**config.mk**
```make
export PLATFORM = sky130hd
export DESIGN_NAME = core_block_receiver
export DESIGN_NICKNAME = d
export VERILOG_FILES = /design/src/rtl/core_block_receiver.sv
export SDC_FILE = /design/constraint.sdc
export NUM_CORES = 1
export LEC_CHECK = 0
export CELL_PAD_IN_SITES_DETAIL_PLACEMENT = 0
export CELL_PAD_IN_SITES_GLOBAL_PLACEMENT = 1
export CORE_AREA = 2 2 63 65
export DETAILED_ROUTE_END_ITERATION = 10
export DIE_AREA = 0 0 65 67
export GPL_TIMING_DRIVEN = 0
export PLACE_DENSITY = 0.8
export SLEW_MARGIN = 30
export SYNTH_ARGS = -nofsm -noshare
export SYNTH_HDL_FRONTEND = slang
export SYNTH_SLANG_ARGS = --single-unit
```
**constraint.sdc**
```tcl
create_clock -name clk -period 1.6 [get_ports clk]
set_input_delay 0.24 -clock clk [delete_from_list [all_inputs] [get_ports clk]]
set_output_delay 0.24 -clock clk [all_outputs]
set_load 0.05 [all_outputs]
```
**src/rtl/core_block_receiver.sv**
```systemverilog
// Core-side block receiver: latches block metadata, launches the thread pipeline,
// waits for RET and pipeline drain, then holds core_done until core_reset.
// Optional: define CORE_BLOCK_PERF_EN to add the block_cycles performance counter output.
module core_block_receiver #(
    parameter int THREADS_PER_BLOCK = 4,
    parameter int ID_WIDTH          = 8,
    localparam int CNT_W            = $clog2(THREADS_PER_BLOCK) + 1
) (
    input  logic                                  clk,
    input  logic                                  reset,
    input  logic                                  core_reset,
    input  logic                                  core_start,
    input  logic [ID_WIDTH-1:0]                   core_block_id,
    input  logic [CNT_W-1:0]                      core_thread_count,
    output logic                                  core_done,
    output logic                                  launch,
    output logic [THREADS_PER_BLOCK-1:0]          thread_enable,
    output logic [THREADS_PER_BLOCK*ID_WIDTH-1:0] thread_id,
`ifdef CORE_BLOCK_PERF_EN
    output logic [15:0]                           block_cycles,
`endif
    input  logic                                  exec_ret,
    input  logic                                  threads_idle
);

    typedef enum logic [2:0] {
        S_IDLE,
        S_LATCH,
        S_RUN,
        S_DRAIN,
        S_DONE
    } state_t;

    state_t              state_q, state_d;
    logic [ID_WIDTH-1:0] id_q, id_d;
    logic [CNT_W-1:0]    cnt_q, cnt_d;

    function automatic logic [CNT_W-1:0] clamp_count(input logic [CNT_W-1:0] cnt);
        if (32'(cnt) > THREADS_PER_BLOCK)
            return CNT_W'(THREADS_PER_BLOCK);
        return cnt;
    endfunction

    function automatic logic [THREADS_PER_BLOCK-1:0] enable_mask(input logic [CNT_W-1:0] cnt);
        logic [THREADS_PER_BLOCK-1:0] m;
        for (int i = 0; i < THREADS_PER_BLOCK; i++)
            m[i] = (i < 32'(cnt));
        return m;
    endfunction

    always_comb begin
        state_d = state_q;
        id_d    = id_q;
        cnt_d   = cnt_q;
        case (state_q)
            S_IDLE: begin
                if (core_start) begin
                    id_d    = core_block_id;
                    cnt_d   = clamp_count(core_thread_count);
                    state_d = S_LATCH;
                end
            end
            // An empty block skips execution entirely and reports done at once.
            S_LATCH: state_d = (cnt_q == '0) ? S_DONE : S_RUN;
            S_RUN:   if (exec_ret) state_d = S_DRAIN;
            S_DRAIN: if (threads_idle) state_d = S_DONE;
            S_DONE:  state_d = S_DONE;
            default: state_d = S_IDLE;
        endcase
    end

    always_ff @(posedge clk) begin
        if (reset || core_reset) begin
            state_q <= S_IDLE;
            id_q    <= '0;
            cnt_q   <= '0;
        end else begin
            state_q <= state_d;
            id_q    <= id_d;
            cnt_q   <= cnt_d;
        end
    end

    always_comb begin
        core_done     = (state_q == S_DONE);
        launch        = (state_q == S_LATCH) && (cnt_q != '0);
        thread_enable = '0;
        thread_id     = '0;
        if (state_q == S_LATCH || state_q == S_RUN || state_q == S_DRAIN)
            thread_enable = enable_mask(cnt_q);
        // Global ids stay visible through DONE and wrap modulo 2^ID_WIDTH.
        if (state_q != S_IDLE) begin
            for (int i = 0; i < THREADS_PER_BLOCK; i++)
                thread_id[i*ID_WIDTH +: ID_WIDTH] =
                    ID_WIDTH'(32'(id_q) * 32'(THREADS_PER_BLOCK) + 32'(i));
        end
    end

`ifdef CORE_BLOCK_PERF_EN
    logic [15:0] cyc_q, cyc_d;

    function automatic logic [15:0] sat_inc(input logic [15:0] v);
        return (v == 16'hFFFF) ? v : v + 16'd1;
    endfunction

    always_comb begin
        cyc_d = cyc_q;
        if (state_q == S_IDLE && core_start)
            cyc_d = '0;
        else if (state_q == S_LATCH || state_q == S_RUN || state_q == S_DRAIN)
            cyc_d = sat_inc(cyc_q);
    end

    always_ff @(posedge clk) begin
        if (reset || core_reset)
            cyc_q <= '0;
        else
            cyc_q <= cyc_d;
    end

    assign block_cycles = cyc_q;
`endif

endmodule
```
**Run 1: selected gate families**

Scale: 8 px per um.
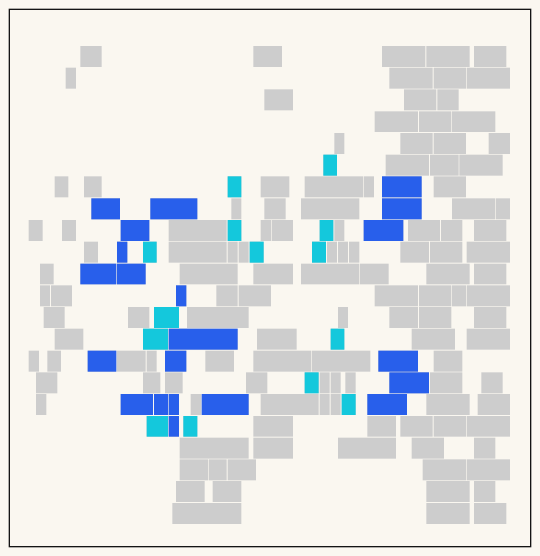
[inverting AOI/OAI gates] cyan | cells: 14 | where: middle
[NOR gates] blue | cells: 21
final std cells w/o fill: 207
most frequently placed logic cell in the final layout: buf_8
multi-input combinational area share: 27.0%

**Run 1: placement density heat map**

Scale: 4 px per um. 6 x 7 tiles, from dark purple (low) to yellow (high), 0 to 100% covered.
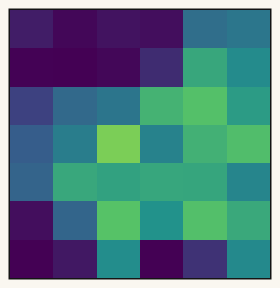
fullest tile: 80%
emptiest ninth of the die: top left
tiles over 75% full: 2.4%

==> out/metrics.sh, run 1 <==
HPWL_UM=1700
CRIT-REG2REG-CAPTURE='cnt_q[1]'
VIAS=848
FINALHOLDVIOLATIONS=0
WIRELENGTH_UM=2460
ORIGIN_OF_THE_WORST_SETUP_PATH='state_q[1]'
YOSYS_REGISTER_BITS=12
CRIT_PATH_END_KIND='output pin'
FIN_WORST_SKEW_NS=0.00110
POSTSYNTHCELLCOUNT=104
REG2REG_LAUNCH_POINT='state_q[1]'
SYN-CELL-AREA_UM2=808
GRT_FIRST_PASS_WIRELENGTH_UM=3950
GRT_PASS1_VIAS=839
AREAGROWTHSYNTHTOFINISH_PCT=106
SYNTH_SEQUENTIAL_AREA_RATIO_PCT=29.7
VIASPERCELL=4.10
CP_DATA_ARRIVAL_TIME_NS=1.35
CRITICAL_PATH.STARTPOINT_TYPE='register'
DIE.SIZE.X_UM=65
FINAL_NETS=177
YOSYS_WARNINGS=0
MAXIMUM_NUMBER_OF_PINS_ON_ONE_NET_BEFORE_GLOBAL_ROUTE_REPAIR=11
REG2REGPATHDEPTH=5
CORE_AREA_MM2=0.00361
GPL.FINAL_WEIGHTED_CONGESTION=0.672
HTREEDEPTH=1
WORST-PATH-BUF-INV=3
IOS=55
FINAL_LAYOUT_SIZE_SUFFIX_GT1_SHARE_PCT=54.7
GRT_USE_TOTAL_PCT=11.7
DRT_PASS1_ITERATIONS=4
CP_TOP_FAMILY='buffers and inverters'
ENDPOINT_REQUIRED_TIME_ON_THE_CRITICAL_PATH_NS=1.36
PERIOD_USED_PCT=99.3
DRC=0
WL_PER_CELL_UM=11.9
STAGE_LOG_WARNINGS=31
DIEHEIGHT_UM=67
LAY_TOP_CELLS='buf_8, buf_6, nand2_1'
WORSTPATHCELLLIST='nor3_4 -> buf_12 -> nor2b_4 -> buf_4 -> buf_8'
DRT_FIRST_ITER_VIOLATIONS=16
CTS_BUFFERS=3
GRT-OVFL-TOTAL=0
SETUP_VIOLATIONS=0
FLOORPLAN.DIE_AREA_MM2=0.00436
CRITICAL_PATH.MAX_STAGE_DELAY_NS=0.37
YOSYS-STAT-AREA_UM2=808
ANTENNA-DIODE-COUNT=0
POWER.DENSITY_CELL_AREA_mW_PER_MM2=540
POST-ROUTE-MIN-PERIOD_NS=1.59
FINAL_UTIL_PCT=46.2
FINALMAXSLEWVIOLATIONS=0
ANTENNA_FOUND_INITIAL=0
SYN_AREA_PER_CELL_UM2=7.77
END_OF_THE_WORST_HOLD_PATH='id_q[2]'
TIMING_WORST_SETUP_PATH_TYPE='register to output pin'
SYNTH-CELLS-YOSYS=104
CLK_PIN_SLEW_WORST_PATHS_NS=0.05
PLACEMENT.IO_BUFFERS=48
CLK_ROOT_BUFFER_CELL='clkbuf_8'
CELLLEAKAGEPOWER_uW=0.000717
MAX_CAP_VIOL_COUNT=0
VDD_IR_DROP_MAX_uV=204
HOLD_DEPTH=2
CORE.ROWCOUNT=22
STATUS='finished, final reports clean'
INITIAL_CELL_DENSITY_OF_THE_CORE_PCT=22.4
GRT_SETUP_UNREPAIRED='yes'
WORST_HOLD_PATH_TYPE='register to register'
SYNTH_CELL_TYPE_COUNT=25
WORSTHOLDSTART='id_q[2]'
DRT.ANTENNA.VIOLATING_NETS=0
CTS_MAX_PATH_BUFFERS=2
WORST-PATH-MAX-FANOUT=7
REG2REG_SETUP_SLACK_NS=0.11
SETUP_TOTAL_NEGATIVE_SLACK_NS=0
WORST_PATH_MAX_DELAY_CELL='dfxtp_4'
NFILLCELLS=347
FMAXACHIEVABLE_MHz=630
TRITONCTS='built'
**Run 1: nets reached from selected ports**

Scale: 6 px per um.
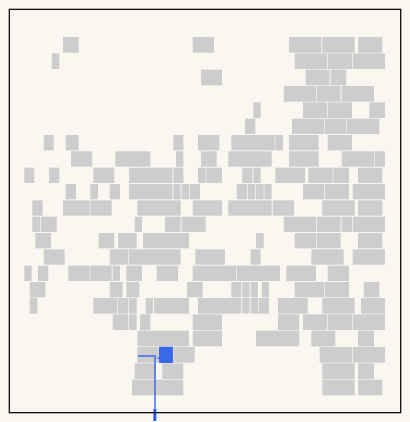
[reset] blue | bits: 1 | direction: input | edge: bottom | end cells: 1 | wire: 12.2 um

**Run 1: clock nets**

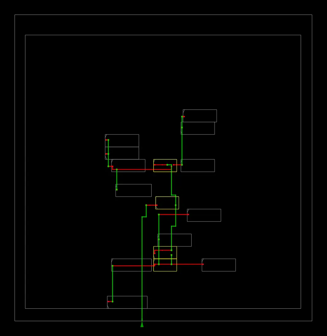
Layout clock buffers: 4
Clk Latency, worst-skew pair: 0.23 ns
power drawn by the clock network: 316 uW
CTS Sinks: 12

-- run 1: power breakdown --
| part | switching (uW) | internal (uW) | total (uW) |
|---|---|---|---|
| sequential | 10.6 | 306 | 317 |
| combinational | 145 | 122 | 267 |
| clock | 99.7 | 216 | 316 |
-- run 1: state kept, by name, indices dropped and copies added, names as in the netlist --
register  count
cnt_q         3
id_q          6
state_q       3
-- run 1: tightest hold or removal path: stages, from the launching register on --
cell and delay [ns]:
dfxtp_1 0.31, nand2_1 0.05, a21oi_1 0.05
-- run 1: stage by stage --
stage / hold slack, ns / setup WS [ns] / total power, uW / area, um2 / std cells
4_1_cts: 0.461 / -0.0511 / 919 / 1670 / 209
2_1_floorplan: 0.376 / -0.323 / 476 / 857 / 107
3_3_place_gp: 0.441 / -0.571 / 548 / 1400 / 203
5_1_grt: 0.493 / -0.0308 / 955 / 1670 / 207
6_report: 0.463 / 0.0119 / 900 / 1670 / 207
3_5_place_dp: 0.444 / -0.628 / 552 / 1400 / 203
-- run 1: synthesized netlist by cell type (all sizes together) --
library cell,count,area (um2)
a21oi,10,50.1
a221oi,1,8.76
a2bb2oi,1,8.76
and2,1,6.26
and3,1,6.26
and4b,1,10.0
buf,29,223
clkbuf,1,3.75
conb,1,3.75
dfxtp,12,240
inv,1,3.75
nand2,17,63.8
nand2b,1,6.26
nand3b,2,15.0
nor2,5,18.8
nor2b,6,37.5
nor3,7,35.0
nor3b,2,15.0
nor4b,1,23.8
o21ai,1,5.00
o31ai,1,7.51
or2,1,6.26
or4b,1,10.0
-- run 1: layout make-up --
class / instances / area (um2) / area share (%)
inverters: 1 / 11.3 / 0.676
clock buffers: 4 / 55.1 / 3.30
well taps: 48 / 60.1 / 3.60
repair buffers: 51 / 568 / 34.1
multi-input cells: 64 / 449 / 27.0
plain buffers: 27 / 274 / 16.4
flip-flops and latches: 12 / 249 / 14.9
-- run 1: how the worst max path moves through the flow --
stage,to,slack (ns),cells past startpoint
after global placement,thread_id[15],-0.57,5
final,thread_id[13],0.01,5
after floorplan,thread_id[13],-0.32,3
after detailed placement,thread_id[23],-0.63,5
after global routing,thread_id[13],-0.03,5
after CTS,thread_id[23],-0.05,6
-- run 1: timing repair --
item | CTS | global route
hold endpoints to repair | 0 | 0
pin swaps | 1 | 1
setup buffers | 3 | 0
hold buffers | 0 | 0
gates resized | 265 | 17
endpoints found under the setup margin | 34 | 32
-- run 1: layer usage --
metal	wire length, um	global-route usage, %	up-vias
met2	1200	21.1	44
li1	-	-	425
met1	1040	13.8	379
met3	208	2.36	0
met4	0	3.99	0
met5	0	0	-
-- run 1: cells by family after synthesis --
logic type | synth area share, %
buf+inv | 28.5
flops | 29.7
other cells | 0.464
compound gates | 9.91
simple gates | 31.4
**Run 1: where the registers sit**

Scale: 6 px per um. Other sequential cells in the stronger grey, the rest of the logic in the fainter grey.
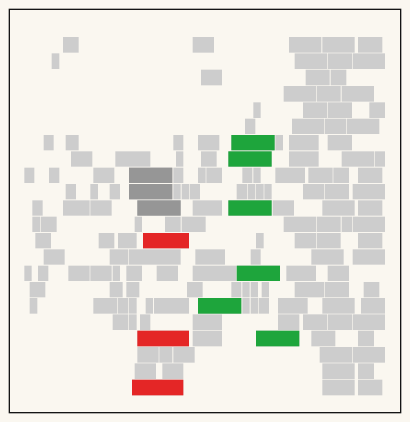

## Run 2: what changed since run 1
Settings changed: CORE_AREA 2 2 63 65 to 4 4 65 67, DIE_AREA 0 0 65 67 to 0 0 69 71.
**Run 2: where the registers sit**

Scale: 6 px per um. Other sequential cells in the stronger grey, the rest of the logic in the fainter grey.
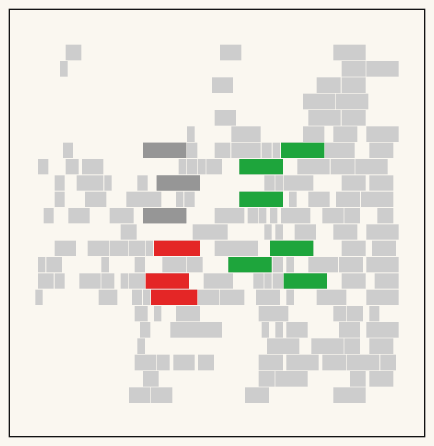
[id_q] green | flops: 6
[state_q] red | flops: 3
not coloured: 3
fraction of area in registers: 14.4%
flip-flop and latch power: 316 uW
share of the core filled with cells in the final layout: 46.5%
Register Area: 243 um2

==> out/metrics.sh, run 2 <==
STATUS='finished with violations'
VIOLATIONS_IN_THE_FINAL_REPORTS='setup timing'
LARGEST_REGISTER_FF_COUNT=6  # unchanged
FINALMAXSLEWVIOLATIONS=0  # unchanged
CTS-HOLD-FIX-BUFFERS=0  # unchanged
CLK_PIN_SLEW_WORST_PATHS_NS=0.05  # about the same
POST_SYNTH_EDFFS=0  # unchanged
WORST_HOLD_PATH_TYPE='register to register'
TIMING_WORST_SETUP_PATH_TYPE='register to output pin'
FLOORPLAN.DIE_AREA_MM2=0.00490  # +12%
YOSYS_WARNINGS=0  # unchanged
FINALHOLDVIOLATIONS=0  # unchanged
DIE.SIZE.X_UM=69  # +6.2%
SYN_AREA_PER_CELL_UM2=7.77  # unchanged
FIN_WORST_SKEW_NS=0.00143  # +0.000330 ns
LARGEST_REGISTERS='id_q: 6 flops, cnt_q: 3 flops, state_q: 3 flops'
GRT_USE_TOTAL_PCT=9.17  # -2.6 points
SETUP_VIOLATIONS=21  # +21
CELLLEAKAGEPOWER_uW=0.000735  # +2.6%
IOS=55  # unchanged
POST-ROUTE-MIN-PERIOD_NS=1.63  # +0.0451 ns
SYN-CELL-AREA_UM2=808  # unchanged
MET2_USAGE_PCT=14.8  # -6.3 points
YOSYSTOPAREACELL='dfxtp_1'
CRIT_PATH_END_KIND='output pin'
ENDPOINT_REQUIRED_TIME_ON_THE_CRITICAL_PATH_NS=1.36  # about the same
POSTSYNTHCELLCOUNT=104  # unchanged
SYNTH-MAIN-FF-CELL='dfxtp_1'
FINAL_LAYOUT_SIZE_SUFFIX_GT1_SHARE_PCT=55.2  # +0.50 points
GRT_SETUP_UNREPAIRED='yes'
CLK_ROOT_BUFFER_CELL='clkbuf_8'
VIASPERCELL=3.93  # -4.1%
GRT_PASS1_VIAS=784  # -6.6%
TRITONCTS_NUM_SINKS=12  # unchanged
CTS_MAX_PATH_BUFFERS=2  # unchanged
YOSYS_REGISTER_BITS=12  # unchanged
DPL-INSTANCE-AREA_MM2=0.00140  # unchanged
WORST_SLACK_NS=-0.0333  # -0.0451 ns
VDD_IR_DROP_MAX_uV=244  # +20%
SETUP_TOTAL_NEGATIVE_SLACK_NS=-0.572  # -0.572 ns
CORE.ROWCOUNT=22  # unchanged
FINAL_NETS=181  # +2.3%
CLOCK_INSERTION_DELAY_WORST_SKEW_NS=0.24  # about the same
REGMOSTFLOPS='id_q'
SYNTH-CELLS-YOSYS=104  # unchanged
GLOBALROUTE.BUSIESTLAYER='met2'
GRT_FIRST_PASS_WIRELENGTH_UM=3680  # -6.8%
FMAXACHIEVABLE_MHz=612  # -2.8%
DRC=0  # unchanged
STAGE_LOG_WARNINGS=31  # unchanged
YOSYS-TOP-CELLS-COUNT='buf_4, nand2_1, dfxtp_1'
CORE_AREA_MM2=0.00363  # +0.76%
HTREEDEPTH=1  # unchanged
GROUTE.LAYER.MET1.USAGE_PCT=11.1  # -2.7 points
DRT_FIRST_ITER_VIOLATIONS=7  # -9
POWER.DENSITY_CELL_AREA_mW_PER_MM2=537  # -0.56%
POST-ROUTE-CELL-AREA_MM2=0.00169  # +1.4%
WL_PER_CELL_UM=11.7  # -1.5%
WORST-PATH-MAX-FANOUT=7  # unchanged
MET3_CAPACITY_USAGE_DURING_GLOBAL_ROUTING_PCT=3.55  # +1.2 points
ANTENNA-DIODE-COUNT=0  # unchanged
SYNTH_CELL_TYPE_COUNT=25  # unchanged
CRITICAL_PATH.STARTPOINT_TYPE='register'
TRITONCTS='built'
DIEHEIGHT_UM=71  # +6.0%
YOSYS.CELL_COUNT.TOP_TYPE='buf_4'
PERIOD_USED_PCT=102  # +2.8 points
## run 2: metal layers
layer / vias to the layer above / wire, um
met2: 40 / 1150
met5: - / 0
met1: 355 / 1150
li1: 434 / -
met4: 0 / 0
met3: 0 / 161
## run 2: through the flow
stage	cells	setup slack, ns	total power, uW	hold slack, ns
finish	211	-0.0333	907	0.460
global route	211	-0.0840	944	0.481
CTS	209	-0.0225	901	0.453
detailed placement	203	-0.678	554	0.442
global placement	203	-0.602	550	0.439
floorplan	107	-0.323	476	0.376
## run 2: path summary, 6_finish.rpt
path	start	end	slack, ns	depth (start not counted)
setup / recovery	state_q[1]	thread_id[26]	-0.03	6
hold / removal	id_q[2]	id_q[2]	0.46	2
setup reg to reg	state_q[1]	cnt_q[1]	0.14	5
hold reg to reg	id_q[2]	id_q[2]	0.46	2
## run 2: cells by family after synthesis
logic type | Yosys count | synth area share [%]
AND/OR/NAND/NOR | 46 | 31.4
AND-OR/OR-AND | 14 | 9.91
flip-flops | 12 | 29.7
buffers and inverters | 31 | 28.5
other | 1 | 0.464
## run 2: area by class of cell
class | instances | area, um2
buffer | 30 | 300
clock buffer | 4 | 55.1
fill | 356 | 1940
inverter | 1 | 6.26
multi-input combinational | 64 | 449
sequential | 12 | 243
tap | 48 | 60.1
timing repair buffer | 52 | 576
## run 2: power by group
group,switching (uW),internal (uW)
clock network,107,217
logic,146,122
registers,7.61,308
## run 2: critical path, cell delays in order (launching register included)
cell and delay [ns]:
dfxtp_2 0.32, buf_6 0.13, nor3_4 0.21, buf_12 0.18
nor2b_4 0.06, buf_6 0.11, buf_8 0.14
## run 2: timing repair
action                                  CTS  global route
setup buffers                             2             1
endpoints found under the setup margin   34            31
gates resized                           226            51
pin swaps                                 1             1
gates cloned                              0             1
Power figures rest on the tool's default switching activity, not on a simulated workload.
